<file path="src/rtl/irq_interval_capture.sv">
// Measures the cycle interval between accepted rising edges of an interrupt line and hands each completed interval to the history buffer.
// Latency: capture is registered, so shift_en/new_value appear one cycle after the edge-sampling cycle; defining IRQ_SYNC_EN adds a 2-flop input synchroniser, which delays this by 2 more cycles.
// Backpressure: none. The shift_en strobe is fire-and-forget, and the history buffer must accept it in the cycle it appears.
module irq_interval_capture #(
    parameter int DATA_WIDTH    = 32,
    parameter int EVT_CNT_WIDTH = 16
) (
    input  logic                     clk,
    input  logic                     reset_n,
    input  logic                     enable,
    input  logic                     clear,
    input  logic                     irq_in,
    output logic                     shift_en,
    output logic [DATA_WIDTH-1:0]    new_value,
    output logic [EVT_CNT_WIDTH-1:0] event_count,
    output logic                     interval_sat,
    output logic                     busy
);

    // Two states only: waiting for the first edge of a run, or timing an interval.
    localparam logic [0:0] ST_IDLE     = 1'b0;
    localparam logic [0:0] ST_COUNTING = 1'b1;

    localparam logic [DATA_WIDTH-1:0]    CNT_MAX = '1;
    localparam logic [DATA_WIDTH-1:0]    CNT_ONE = {{(DATA_WIDTH-1){1'b0}}, 1'b1};
    localparam logic [DATA_WIDTH-1:0]    CNT_ZERO = '0;
    localparam logic [EVT_CNT_WIDTH-1:0] EVT_ONE = {{(EVT_CNT_WIDTH-1){1'b0}}, 1'b1};
    localparam logic [EVT_CNT_WIDTH-1:0] EVT_ZERO = '0;

    // Registered state
    logic [0:0]               r_state;
    logic [DATA_WIDTH-1:0]    r_cnt;
    logic                     r_irq_d;
    logic                     r_shift_en;
    logic [DATA_WIDTH-1:0]    r_new_value;
    logic [EVT_CNT_WIDTH-1:0] r_evt_cnt;
    logic                     r_sat;

    // Combinational next-state values
    logic                     w_irq;
    logic                     w_rise;
    logic                     w_accept;
    logic                     w_cnt_at_max;
    logic [0:0]               w_state_nxt;
    logic [DATA_WIDTH-1:0]    w_cnt_nxt;
    logic                     w_shift_nxt;
    logic [DATA_WIDTH-1:0]    w_new_value_nxt;
    logic [EVT_CNT_WIDTH-1:0] w_evt_cnt_nxt;
    logic                     w_sat_nxt;

`ifdef IRQ_SYNC_EN
    logic r_sync_meta;
    logic r_sync_irq;

    // Two-flop synchroniser, so that irq_in may come from another clock domain.
    always_ff @(posedge clk) begin
        if (!reset_n) begin
            r_sync_meta <= 1'b0;
            r_sync_irq  <= 1'b0;
        end else begin
            r_sync_meta <= irq_in;
            r_sync_irq  <= r_sync_meta;
        end
    end

    assign w_irq = r_sync_irq;
`else
    // irq_in is already synchronous to clk, so it feeds edge detection directly.
    assign w_irq = irq_in;
`endif

    // Edge-detect history. It runs regardless of enable, so that a line which is
    // already high when enable rises does not look like a fresh edge.
    always_ff @(posedge clk) begin
        if (!reset_n) begin
            r_irq_d <= 1'b0;
        end else begin
            r_irq_d <= w_irq;
        end
    end

    assign w_rise       = w_irq & ~r_irq_d;
    assign w_accept     = w_rise & enable & ~clear;
    assign w_cnt_at_max = (r_cnt == CNT_MAX);

    // Next-state logic. Priority order: clear, then enable-low abort, then the edge/count behaviour.
    always_comb begin
        w_state_nxt     = r_state;
        w_cnt_nxt       = r_cnt;
        w_shift_nxt     = 1'b0;
        w_new_value_nxt = r_new_value;
        w_evt_cnt_nxt   = r_evt_cnt;
        w_sat_nxt       = r_sat;

        if (clear) begin
            // new_value is deliberately kept so the last reported interval remains readable.
            w_state_nxt   = ST_IDLE;
            w_cnt_nxt     = CNT_ZERO;
            w_evt_cnt_nxt = EVT_ZERO;
            w_sat_nxt     = 1'b0;
        end else if (!enable) begin
            // Drop any partial interval. The counter is reloaded on the next accepted edge.
            w_state_nxt = ST_IDLE;
        end else begin
            case (r_state)
                ST_IDLE: begin
                    if (w_accept) begin
                        // The first edge of a run only starts timing; there is nothing to report yet.
                        w_state_nxt   = ST_COUNTING;
                        w_cnt_nxt     = CNT_ONE;
                        w_evt_cnt_nxt = r_evt_cnt + EVT_ONE;
                    end
                end
                ST_COUNTING: begin
                    if (w_accept) begin
                        // Report the finished interval, then restart timing from this edge.
                        w_new_value_nxt = r_cnt;
                        w_shift_nxt     = 1'b1;
                        w_cnt_nxt       = CNT_ONE;
                        w_evt_cnt_nxt   = r_evt_cnt + EVT_ONE;
                        if (w_cnt_at_max) begin
                            w_sat_nxt = 1'b1;
                        end
                    end else if (!w_cnt_at_max) begin
                        w_cnt_nxt = r_cnt + CNT_ONE;
                    end
                end
                default: begin
                    w_state_nxt = ST_IDLE;
                end
            endcase
        end
    end

    // State and interval counter.
    always_ff @(posedge clk) begin
        if (!reset_n) begin
            r_state <= ST_IDLE;
            r_cnt   <= CNT_ZERO;
        end else begin
            r_state <= w_state_nxt;
            r_cnt   <= w_cnt_nxt;
        end
    end

    // Registered outputs toward the history buffer, plus the status counters.
    always_ff @(posedge clk) begin
        if (!reset_n) begin
            r_shift_en  <= 1'b0;
            r_new_value <= CNT_ZERO;
            r_evt_cnt   <= EVT_ZERO;
            r_sat       <= 1'b0;
        end else begin
            r_shift_en  <= w_shift_nxt;
            r_new_value <= w_new_value_nxt;
            r_evt_cnt   <= w_evt_cnt_nxt;
            r_sat       <= w_sat_nxt;
        end
    end

    assign shift_en     = r_shift_en;
    assign new_value    = r_new_value;
    assign event_count  = r_evt_cnt;
    assign interval_sat = r_sat;
    assign busy         = (r_state == ST_COUNTING);

endmodule
</file>
<file path="config.mk">
export PLATFORM = sky130hd
export DESIGN_NAME = irq_interval_capture
export DESIGN_NICKNAME = d
export VERILOG_FILES = /design/src/rtl/irq_interval_capture.sv
export SDC_FILE = /design/constraint.sdc
export NUM_CORES = 1
export LEC_CHECK = 0
export ABC_AREA = 1
export CELL_PAD_IN_SITES_DETAIL_PLACEMENT = 0
export CELL_PAD_IN_SITES_GLOBAL_PLACEMENT = 1
export CORE_MARGIN = 2
export CORE_UTILIZATION = 42
export CTS_CLUSTER_DIAMETER = 150
export DETAILED_ROUTE_END_ITERATION = 6
export PLACE_DENSITY_LB_ADDON = 0.1
export SLEW_MARGIN = 20
export SYNTH_ARGS = -nofsm -noshare
export SYNTH_HDL_FRONTEND = slang
export SYNTH_SLANG_ARGS = --single-unit
export TNS_END_PERCENT = 5
</file>
<file path="constraint.sdc">
create_clock -name clk -period 2.9 [get_ports clk]
set_input_delay 0.435 -clock clk [delete_from_list [all_inputs] [get_ports clk]]
set_output_delay 0.435 -clock clk [all_outputs]
set_load 0.1 [all_outputs]
</file>
==> run_1/clock_nets.png <==
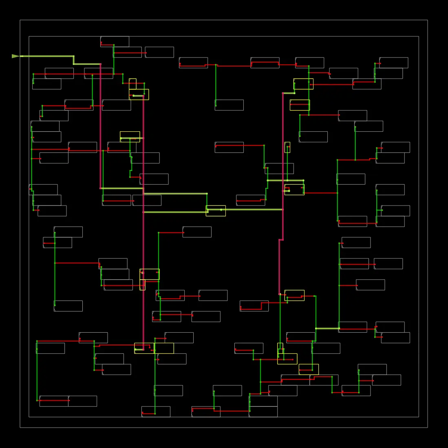
worst skew pair latency: 360 ps
Flops: 84
Clk power: 0.795 mW
CTS Buf Count: 9
CTS sink cnt: 84

==> run_1/layers.png <==
Scale: 4 px per um.
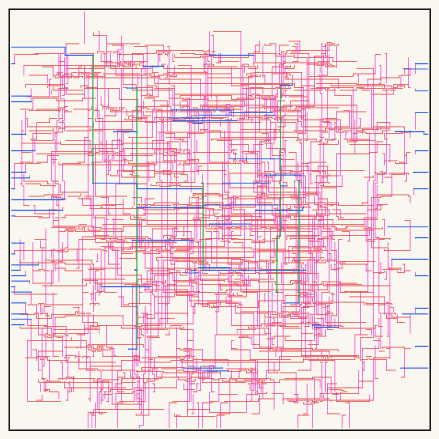
| layer | color | wire length |
|---|---|---|
| M2 | magenta | 4860 um |
| M3 | blue | 506 um |
| M1 | red | 5860 um |
| M4 | green | 202 um |
drt total wl: 11400 um
Total GRT Usage: 0.218
WL/cell: 13.5 um
DR vias: 4209

==> run_1/m4.png <==
Scale: 6 px per um. Supply wires on this layer in gray.
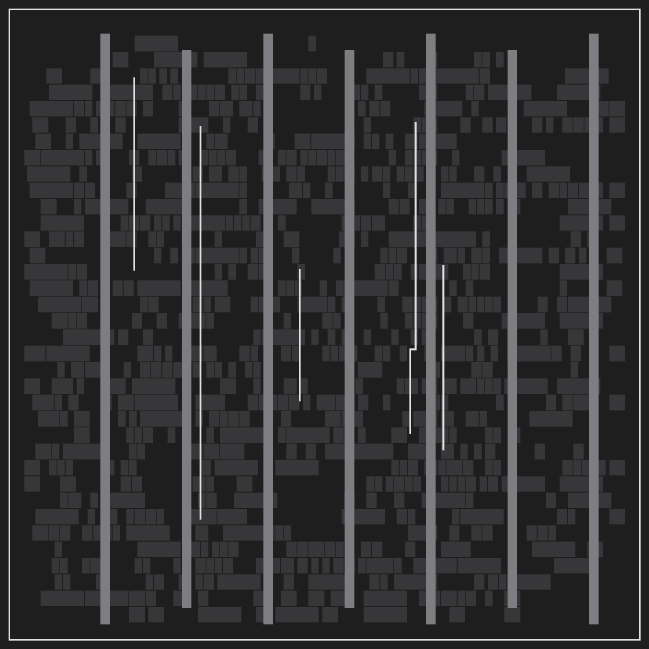
nets with wire on the layer: 4
share of all routed wire: 1.8%
wire length on this layer: 202 um
main direction: vertical
longest straight run: 65.3 um

==> run_1/ff_map.png <==
Scale: 4 px per um. Other sequential cells in the stronger gray, the rest of the logic in the fainter gray.
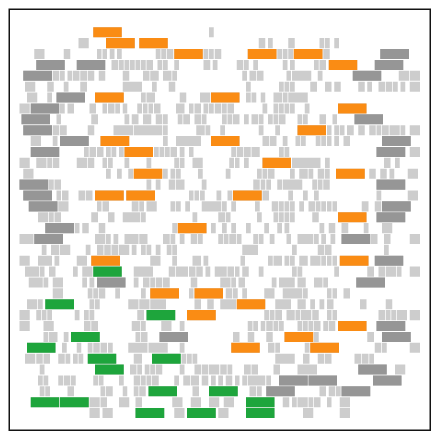
| name in the netlist | color | sequential cells |
|---|---|---|
| `event_count` | green | 16 |
| `r_cnt` | orange | 32 |
not colored: 36
sequential power: 1.16 mW
sequential cell area: 0.00168 mm2
sequential cell area share: 0.336

==> metrics.cfg, run 1 <==
[yosys]
yosys_warnings = 0
netlist_instances = 657
synth_top_flop_cell = dfxtp_1
syn_avg_cell_area_um2 = 6.50
syn_area_mm2 = 0.00427
yosysCellCount = 657
yosysChipArea_mm2 = 0.00427
fp_nets = 664
synth.distinct_cells = 28
async_flop_share = 0
edf_count = 0
synth_seq_share = 0.394
synth_flop_count = 84

[final_layout]
logic_area_mm2 = 0.00218
num_antenna_cells = 0
finalNetCount = 714
num-fill-cells = 1043
drive_gt1_frac = 0.128
lay_top_cells = 191 x nand2_1, 84 x dfxtp_1, 72 x inv_1
layout_top_cell = nand2_1
area_growth_pct = 17.1

[floorplanning]
dieArea_mm2 = 0.0110
rows = 36
die_h_um = 105
core-area_mm2 = 0.00982
fp.dieW_um = 105
fp_util = 0.435
ios = 56

[pwr]
leakage_nw = 1.87
cellPowerDensity_mw_per_mm2 = 408
ir_drop_mv = 0.199
power_mw = 2.04

[clock_network]
cts_tree = yes
ctsResizeCount = 0
cts.clk_slew.worst_paths_ps = 80
cts.hold.buffers_added = 0
cts_htree_levels = 3
cts_setup_buffers = 0
cts-root-buf = clkbuf_8
clockBufferDepth = 2

[critical_path]
crit_required_ps = 3170
path_cells = ha_1 > nand2_2 > nor2_4 > nand2_4 > nor2_8 > nand3_4 > nand2_4 > nand2_4 > nand2_1 > nand2_1 > nand2_1 > inv_1
startpoint = r_cnt[1]
cp.arrival_ps = 2460
crit_end = r_cnt[6]
worstReg2RegStart = r_cnt[1]
criticalPathCategory = reg2reg
r2r_cells = 12
reg2reg_to = r_cnt[6]
crit_fanout = 50
max_stage_delay_ps = 380
crit_path_end_kind = flip-flop
critPathSlowestCell = dfxtp_1
critPathLaunchType = flip-flop
reg2reg_slack_ps = 700

[placed_design]
post-dp-hpwl_um = 8160
place_ws_ps = 609
gp_congestion = 0.874
port_buffers = 55

[worst_hold_path]
hold_class = reg2reg

[timing]
hold_violations = 0
slew_viol_final = 0
finClkSkew_ps = 9.67
finalSetupViolations = 0
setup_tns_ps = 0
fin_crit_ps = 2200
fmax_mhz = 455
grt_setup_unrepaired = false
period_used_share = 0.758
setup_slack_ps = 702
worstMarginPinSlew_ps = 523
max-slew-margin-rel = 0.651

[run]
cap_violations = 0
warnings = 26

[route]
drt-vias-per-instance = 4.98
drtAntennaViolNets = 0
dr.pass1.iters = 5
drc = 0
drtIter0Drc = 252

[global_route]
grt_pass1_wl_um = 19300
grt_max_degree = 51
grt-ovfl-total = 0
grt_pass1_vias = 3839
antenna_found_initial = 0

[status]
outcome = finished clean

-- run 1: worst min path at each step --
stage                        startpoint             to  slack, ps  cells after the start
after floorplan               r_cnt[18]      r_cnt[18]        460                      2
after global placement     new_value[7]   new_value[7]        450                      2
after detailed placement  new_value[22]  new_value[22]        450                      2
after CTS                  new_value[5]   new_value[5]        470                      2
after global routing      new_value[17]  new_value[17]        490                      2
final                      new_value[8]   new_value[8]        460                      2
-- run 1: kinds of logic (layout without fill, tap and decap cells) --
family | after synthesis | in the layout | synth area share
simple gates | 378 | 378 | 0.392
xor+xnor | 2 | 2 | 0.00410
fa+ha+maj | 2 | 2 | 0.00586
buf+inv | 99 | 154 | 0.0958
compound gates | 92 | 92 | 0.109
flops | 84 | 84 | 0.394
-- run 1: area by class of cell --
class,instances,share of cell area
tap,133,0.0333
clock inverter,1,0.00100
sequential,84,0.336
inverter,72,0.0540
multi-input combinational,474,0.437
clock buffer,15,0.0353
timing repair buffer,66,0.104
-- run 1: stage by stage --
step,std cells,area (um2),util,hold slack (ps)
floorplan,657,4270,-,459
global placement,829,4820,0.491,447
detailed placement,829,4820,0.491,453
CTS,845,5000,0.509,466
global route,845,5000,0.509,485
finish,845,5000,0.509,464
-- run 1: report_power, final --
group | switching, mW | internal, mW | total [mW]
sequential | 0.00177 | 1.15 | 1.16
clock | 0.412 | 0.382 | 0.795
combinational | 0.0644 | 0.0232 | 0.0875
total | 0.479 | 1.56 | 2.04
-- run 1: flip-flops by register name (all words and copies together) (netlist names) --
register	count
r_cnt	32
event_count	16
interval_sat	1
busy	1
new_value	32
shift_en	1
r_irq_d	1
-- run 1: layer usage --
layer	part of all wire	wire (um)	vias up	global-route usage
li1	-	-	2198	-
met1	0.51	5860	1894	0.309
met2	0.43	4860	102	0.332
met3	0.044	505	15	0.0331
met4	0.018	202	0	0.0819
met5	0	0	-	0
-- run 1: worst max-delay path: cells and delay by family (launching register included) --
kind	cells	cell delay, ps
buffers and inverters	1	30
adders and majority gates	1	220
and+or+nand+nor	10	1440
DFF	1	380
-- run 1: synthesized netlist by cell type, types with 2 or more instances --
master | instances | area (um2)
nand3_1 | 65 | 325
inv_1 | 72 | 270
dfxtp_1 | 84 | 1680
nand4_1 | 9 | 56.3
nand2_2 | 5 | 31.3
buf_2 | 6 | 30.0
nor3b_1 | 3 | 22.5
and2_1 | 6 | 37.5
nor2_1 | 70 | 263
a21oi_1 | 66 | 330
o21ai_0 | 23 | 115
buf_6 | 4 | 45.0
nand2_4 | 3 | 33.8
nor3_1 | 17 | 85.1
nand2_1 | 191 | 717
nor2_4 | 3 | 33.8
clkbuf_1 | 17 | 63.8
ha_1 | 2 | 25.0
xor2_1 | 2 | 17.5
==> run_1/util_map.png <==
Scale: 4 px per um. 10 x 10 tiles, from white (low) to dark blue (high), 0 to 100% covered.
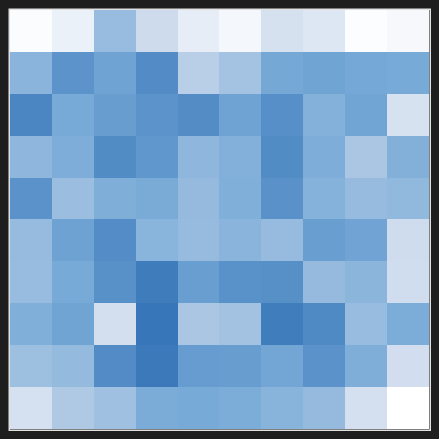

==> inputs of run 2 (changes only) <==
- CORE_UTILIZATION: 42 -> 35
- clock period: 2.9 -> 1.87 ns (I/O delays scaled with it)
==> run_2/util_map.png <==
Scale: 3 px per um. 11 x 11 tiles, from white (low) to dark blue (high), 0 to 100% covered.
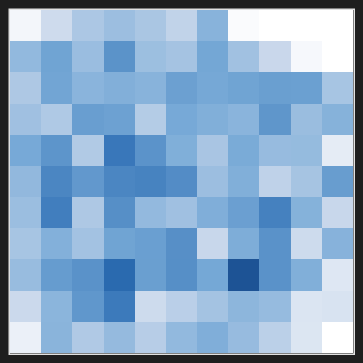
emptiest ninth of the die: upper right
nearly empty tiles: 4.1%
fullest tile: 86%
core area: 0.0120 mm2
floorplan-stage core utilization: 0.357
Finished Core Util: 0.470

==> run 2 against run 1 <==
Sequential cell count unchanged. Synthesized cell count unchanged. Total power up 82%. Clock-buffer cell count down 3. Via count up 4.9%.
==> metrics.cfg, run 2 <==
[status]
outcome = finished clean  ; unchanged

[floorplanning]
rows = 40  ; was 36
ios = 56  ; unchanged
fp.dieW_um = 114  ; was 105 um
dieArea_mm2 = 0.0131  ; was 0.0110 mm2
die_h_um = 114  ; was 105 um

[global_route]
use_met2 = 0.335  ; was 0.332
track_usage = 0.208  ; was 0.218
grt_pass1_vias = 4292  ; was 3839
grt-ovfl-total = 0  ; unchanged
antenna_found_initial = 0  ; unchanged
grt_util_met1 = 0.277  ; was 0.309
top_usage_layer = met2  ; unchanged
grt_max_degree = 33  ; was 51
grt_pass1_wl_um = 21500  ; was 19300 um
globalRouteMet3Util = 0.0339  ; was 0.0331

[pwr]
clock_power_share = 0.471  ; was 0.390
cellPowerDensity_mw_per_mm2 = 660  ; was 408 mW/mm2
p_comb_frac = 0.045  ; was 0.043
seq_power_share = 0.484  ; was 0.567
p_int_mw = 2.85  ; was 1.56 mW
ir_drop_mv = 0.380  ; was 0.199 mV
leakage_nw = 2.21  ; was 1.87 nW
swShare = 0.231  ; was 0.235
power.switching_mw = 0.856  ; was 0.479 mW

[yosys]
top_cell_area_share = 0.394  ; unchanged
top_cells_by_count = 191 x nand2_1, 84 x dfxtp_1, 72 x inv_1, 70 x nor2_1, 66 x a21oi_1  ; unchanged
top_area_cell = dfxtp_1  ; unchanged
fp_nets = 664  ; unchanged
async_flop_share = 0  ; unchanged
syn_avg_cell_area_um2 = 6.50  ; unchanged
yosys_warnings = 0  ; unchanged
synth_seq_share = 0.394  ; unchanged
syn_area_mm2 = 0.00427  ; unchanged
top_cells_by_area = dfxtp_1 39%, nand2_1 17%, a21oi_1 7.7%, nand3_1 7.6%, inv_1 6.3%  ; unchanged
edf_count = 0  ; unchanged
synth_flop_count = 84  ; unchanged
synth_top_flop_cell = dfxtp_1  ; unchanged
synth.distinct_cells = 28  ; unchanged
yosysCellCount = 657  ; unchanged
netlist_instances = 657  ; unchanged
yosysChipArea_mm2 = 0.00427  ; unchanged
yosysMostFrequentCell = nand2_1  ; unchanged

[critical_path]
crit_fanout = 29  ; was 50
r2r_cells = 12  ; unchanged
path_delay_family = simple AND/OR/NAND/NOR gates  ; unchanged
criticalPathCategory = reg2reg  ; unchanged
crit_required_ps = 2150  ; was 3170 ps
critPathSlowestCell = dfxtp_2  ; was dfxtp_1
cp.arrival_ps = 2030  ; was 2460 ps
path_cells = ha_4 > nand2_2 > nor2_4 > nand2_4 > nor2_8 > nand3_4 > nand2_4 > nand2_4 > buf_12 > o21ai_0 > nand2_1 > nor2_1  ; was ha_1 > nand2_2 > nor2_4 > nand2_4 > nor2_8 > nand3_4 > nand2_4 > nand2_4 > nand2_1 > nand2_1 > nand2_1 > inv_1
cp.depth = 12  ; unchanged
crit_path_end_kind = flip-flop  ; unchanged
crit_top_cell = nand2_4
crit_buf_inv = 1  ; unchanged
critPathLaunchType = flip-flop  ; unchanged
max_stage_delay_ps = 350  ; was 380 ps

[worst_hold_path]
min_path_cells = 2  ; unchanged
hold_class = reg2reg  ; unchanged

[route]
drt-vias-per-instance = 4.86  ; was 4.98
wire_per_inst_um = 14.0  ; was 13.5 um
drtIter0Drc = 198  ; was 252
drc = 0  ; unchanged
drtAntennaViolNets = 0  ; unchanged
vias = 4414  ; was 4209
dr.pass1.iters = 5  ; unchanged
totalWireLength_um = 12800  ; was 11400 um

[clock_network]
cts-buffers-inserted = 9  ; unchanged
cts.clk_slew.worst_paths_ps = 60  ; was 80 ps
cts-root-buf = clkbuf_16  ; was clkbuf_8
cts_tree = yes  ; unchanged
cts.hold.buffers_added = 0  ; unchanged
clockBufferDepth = 2  ; unchanged
clock_latency_ps = 350  ; was 360 ps
cts_htree_levels = 3  ; unchanged
clkSinkCount = 84  ; unchanged

[final_layout]
num_antenna_cells = 0  ; unchanged
lay_top_cells = 191 x nand2_1, 103 x buf_4, 80 x dfxtp_1  ; was 191 x nand2_1, 84 x dfxtp_1, 72 x inv_1
finalNetCount = 764  ; was 714
layout_top_cell = nand2_1  ; unchanged
drive_gt1_frac = 0.198  ; was 0.128
area_growth_pct = 31.7  ; was 17.1%

[timing]
max-slew-margin-rel = 0.697  ; was 0.651
slew_viol_final = 0  ; unchanged
setup_slack_ps = 121  ; was 702 ps
hold_violations = 0  ; unchanged
whs_ps = 461  ; was 464 ps
period_used_share = 0.935  ; was 0.758
setup_tns_ps = 0  ; unchanged
fmax_mhz = 572  ; was 455 MHz
fin_crit_ps = 1750  ; was 2200 ps
worstMarginPinSlew_ps = 454  ; was 523 ps
finalSetupViolations = 0  ; unchanged
grt_setup_unrepaired = false  ; unchanged

[placed_design]
port_buffers = 55  ; unchanged
post-dp-hpwl_um = 9660  ; was 8160 um
gp_congestion = 0.904  ; was 0.874
place_ws_ps = -14.2  ; was 609 ps

[run]
warnings = 27  ; was 26
cap_violations = 0  ; unchanged

==> run_2/clock_nets.png <==
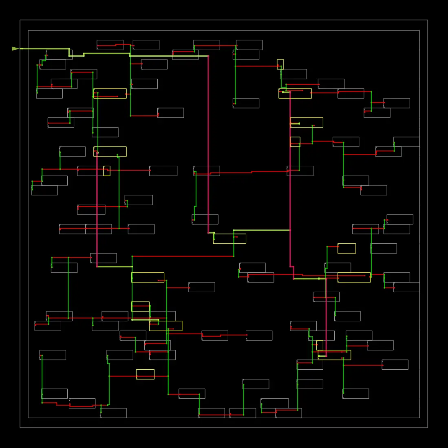
clock skew: 8.25 ps
Clk power: 1.75 mW
clk_buf instances: 12

-- run 2: cell families after synthesis --
kind of cell,after synthesis,share of synthesized area
buf+inv,99,0.0958
fa+ha+maj,2,0.00586
xor+xnor,2,0.00410
compound gates,92,0.109
flops,84,0.394
simple gates,378,0.392
-- run 2: path summary, 6_finish.rpt --
| check | start | to | slack [ps] |
|---|---|---|---|
| hold reg to reg | new_value[16] | new_value[16] | 460 |
| setup / recovery | r_cnt[1] | r_cnt[13] | 120 |
| setup reg to reg | r_cnt[1] | r_cnt[13] | 120 |
| hold / removal | new_value[16] | new_value[16] | 460 |
-- run 2: power groups by stage --
stage | Sequential (mW) | Combinational [mW] | Clock (mW)
after floorplan | 1.84 | 0.0927 | 0
after global placement | 1.83 | 0.167 | 0
after detailed placement | 1.83 | 0.170 | 0
after CTS | 1.79 | 0.170 | 1.80
after global routing | 1.79 | 0.187 | 1.86
final | 1.79 | 0.169 | 1.75
-- run 2: repair_timing --
| action | in CTS | in global routing |
|---|---|---|
| endpoints found under the setup margin | 0 | 25 |
| resized | 0 | 7 |
| setup buffers | 0 | 1 |
-- run 2: layout make-up --
cell class / instances / area [um2]
fill: 1260 / 6340
multi-input combinational: 474 / 2200
sequential: 84 / 1690
timing repair buffer: 116 / 993
inverter: 72 / 270
clock buffer: 12 / 267
tap: 147 / 184
clock inverter: 4 / 22.5
-- run 2: tightest hold or removal path, cell delays in order (launching register included) --
cell,delay (ps)
dfxtp_1,310
nand2_1,60
a21oi_1,50
-- run 2: stage by stage --
step | total power [mW] | instances | cell area, um2
final | 3.71 | 909 | 5620
after global routing | 3.85 | 909 | 5620
after CTS | 3.76 | 908 | 5600
after detailed placement | 2.00 | 892 | 5310
after global placement | 2.00 | 892 | 5310
after floorplan | 1.94 | 657 | 4270
-- run 2: layer usage --
| metal | up-vias | share of wire |
|---|---|---|
| met2 | 72 | 0.46 |
| met5 | - | 0 |
| li1 | 2296 | - |
| met1 | 2028 | 0.49 |
| met3 | 18 | 0.031 |
| met4 | 0 | 0.019 |
==> inputs of run 3 (changes only) <==
- CTS_CLUSTER_SIZE: default -> 30
==> run_3/clock_nets.png <==
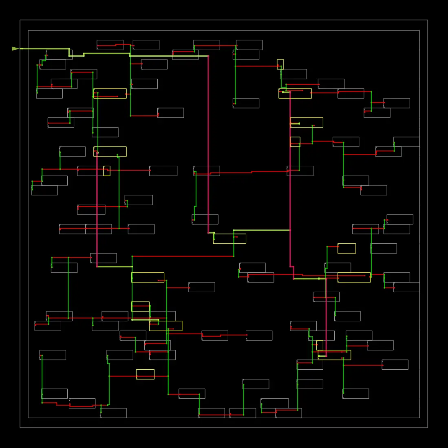
worst skew pair latency: 350 ps

==> run 3 against run 2 <==
Sequential share of layout area is the same. Final area is the same. Clock skew is the same. Area after synthesis is the same. Die size is the same. Global-route usage is the same.
==> metrics.cfg, run 3 <==
[clock_network]
cts-buffers-inserted = 9  ; unchanged
cts.hold.buffers_added = 0  ; unchanged
clkSinkCount = 84  ; unchanged
cts_tree = yes  ; unchanged
cts.clk_slew.worst_paths_ps = 60  ; about the same

[yosys]
fp_nets = 664  ; unchanged
top_cells_by_count = 191 x nand2_1, 84 x dfxtp_1, 72 x inv_1, 70 x nor2_1, 66 x a21oi_1  ; unchanged
ys_sh_adder = 0.00586  ; unchanged
syn_avg_cell_area_um2 = 6.50  ; unchanged
top_area_cell = dfxtp_1  ; unchanged
synth_xor_xnor_area_share = 0.00410  ; unchanged
synth_flop_count = 84  ; unchanged
yosys_warnings = 0  ; unchanged
simple_gate_share = 0.392  ; unchanged
yosysChipArea_mm2 = 0.00427  ; unchanged
netlist_instances = 657  ; unchanged
synth_top_flop_cell = dfxtp_1  ; unchanged
yosysCellCount = 657  ; unchanged
top_cells_by_area = dfxtp_1 39%, nand2_1 17%, a21oi_1 7.7%, nand3_1 7.6%, inv_1 6.3%  ; unchanged
compound_area_frac = 0.109  ; unchanged
synth_seq_share = 0.394  ; unchanged
edf_count = 0  ; unchanged

[route]
drt-vias-per-instance = 4.86  ; unchanged
wire_per_inst_um = 14.0  ; unchanged
drtIter0Drc = 198  ; unchanged
drtAntennaViolNets = 0  ; unchanged

[floorplanning]
dieArea_mm2 = 0.0131  ; unchanged
fp_util = 0.357  ; unchanged
fp.dieW_um = 114  ; unchanged
ios = 56  ; unchanged

[timing]
period_used_share = 0.935  ; unchanged
fmax_mhz = 572  ; unchanged
setup_slack_ps = 121  ; unchanged
worstMarginPinSlew_ps = 454  ; unchanged
setup_tns_ps = 0  ; unchanged
slew_viol_final = 0  ; unchanged
grt_setup_unrepaired = false  ; unchanged
hold_violations = 0  ; unchanged
whs_ps = 461  ; unchanged
max-slew-margin-rel = 0.697  ; unchanged
fin_crit_ps = 1750  ; unchanged
finClkSkew_ps = 8.25  ; unchanged

[critical_path]
reg2reg_to = r_cnt[13]  ; unchanged
crit_path_end_kind = flip-flop  ; unchanged
crit_required_ps = 2150  ; about the same
worstReg2RegStart = r_cnt[1]  ; unchanged
criticalPathCategory = reg2reg  ; unchanged

[final_layout]
num_antenna_cells = 0  ; unchanged
layout_top_cell = nand2_1  ; unchanged
area_growth_pct = 31.7  ; unchanged
logic_area_mm2 = 0.00220  ; unchanged
lay_top_cells = 191 x nand2_1, 103 x buf_4, 80 x dfxtp_1  ; unchanged
finalInstanceArea_mm2 = 0.00562  ; unchanged
num-fill-cells = 1260  ; unchanged
regArea_mm2 = 0.00169  ; unchanged
layoutNonFillerInstCount = 909  ; unchanged
utilization = 0.470  ; unchanged

[placed_design]
gp_congestion = 0.904  ; unchanged
port_buffers = 55  ; unchanged
post-dp-hpwl_um = 9660  ; unchanged
dp.cells = 892  ; unchanged

[pwr]
power_mw = 3.71  ; unchanged
ir_drop_mv = 0.380  ; unchanged

[status]
outcome = finished clean  ; unchanged

[worst_hold_path]
min_to = new_value[16]  ; unchanged
hold_class = reg2reg  ; unchanged

[global_route]
grt_pass1_wl_um = 21500  ; unchanged
grt_pass1_vias = 4292  ; unchanged

[run]
warnings = 27  ; unchanged

==> run_3/m4.png <==
Scale: 4 px per um. Supply wires on this layer in gray.
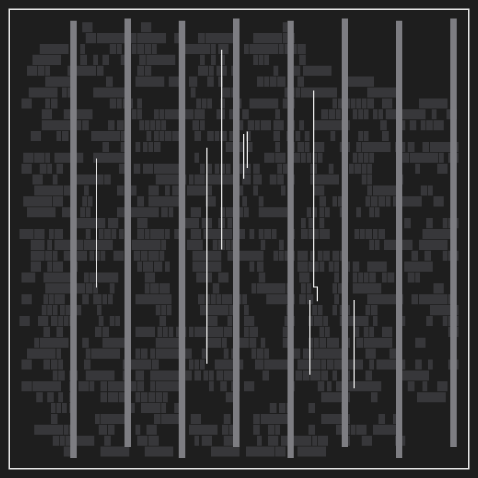
DR vias: 4414
drt total wl: 12800 um

==> run 3: cell counts after synthesis <==
No cell type changed its count.
==> run 3: routing by layer <==
metal	track usage	vias up	wire (um)
met5	0	-	0
met4	0.0846	0	248
met3	0.0339	18	395
met2	0.335	72	5840
met1	0.277	2028	6280
li1	-	2296	-
==> run 3: area by class of cell <==
cell class	count	area share
clock inverters	4	0.00400
clock buffers	12	0.0474
repair buffers	116	0.177
well taps	147	0.0327
inverters	72	0.0481
flip-flops and latches	84	0.300
multi-input cells	474	0.391
==> run 3: worst max path at each step <==
stage,start,depth (start not counted),endpoint
2_1_floorplan,event_count[1],10,event_count[14]
3_3_place_gp,clear,10,event_count[15]
3_5_place_dp,clear,11,event_count[15]
4_1_cts,r_cnt[0],12,r_cnt[13]
5_1_grt,r_cnt[1],12,r_cnt[13]
6_report,r_cnt[1],12,r_cnt[13]
==> run 3: what timing repair did <==
item	in CTS	in global routing
endpoints found under the setup margin	0	25
setup buffers	0	1
gates resized	0	7
==> run 3: cells by family (layout without fill, tap and decap cells) <==
family                   count (synthesis)  count (layout)
flip-flops                              84              84
buffers and inverters                   99             204
adder cells (fa/ha/maj)                  2               2
AND-OR/OR-AND                           92              92
XOR/XNOR                                 2               2
AND/OR/NAND/NOR                        378             378
==> run 3: power breakdown <==
group	leakage [nW]	switching [mW]	internal (mW)
logic	1.39	0.108	0.0604
registers	0.679	0.00234	1.79
clock network	0.144	0.745	1.00
==> run 3: critical path, stage by stage (launching register included) <==
cell and delay (ps):
dfxtp_2 350, ha_4 150, nand2_2 80, nor2_4 160, nand2_4 90, nor2_8 140
nand3_4 100, nand2_4 110, nand2_4 70, buf_12 160, o21ai_0 80, nand2_1 70
nor2_1 110
No activity file was given, so power comes from the tool's default toggle rates.
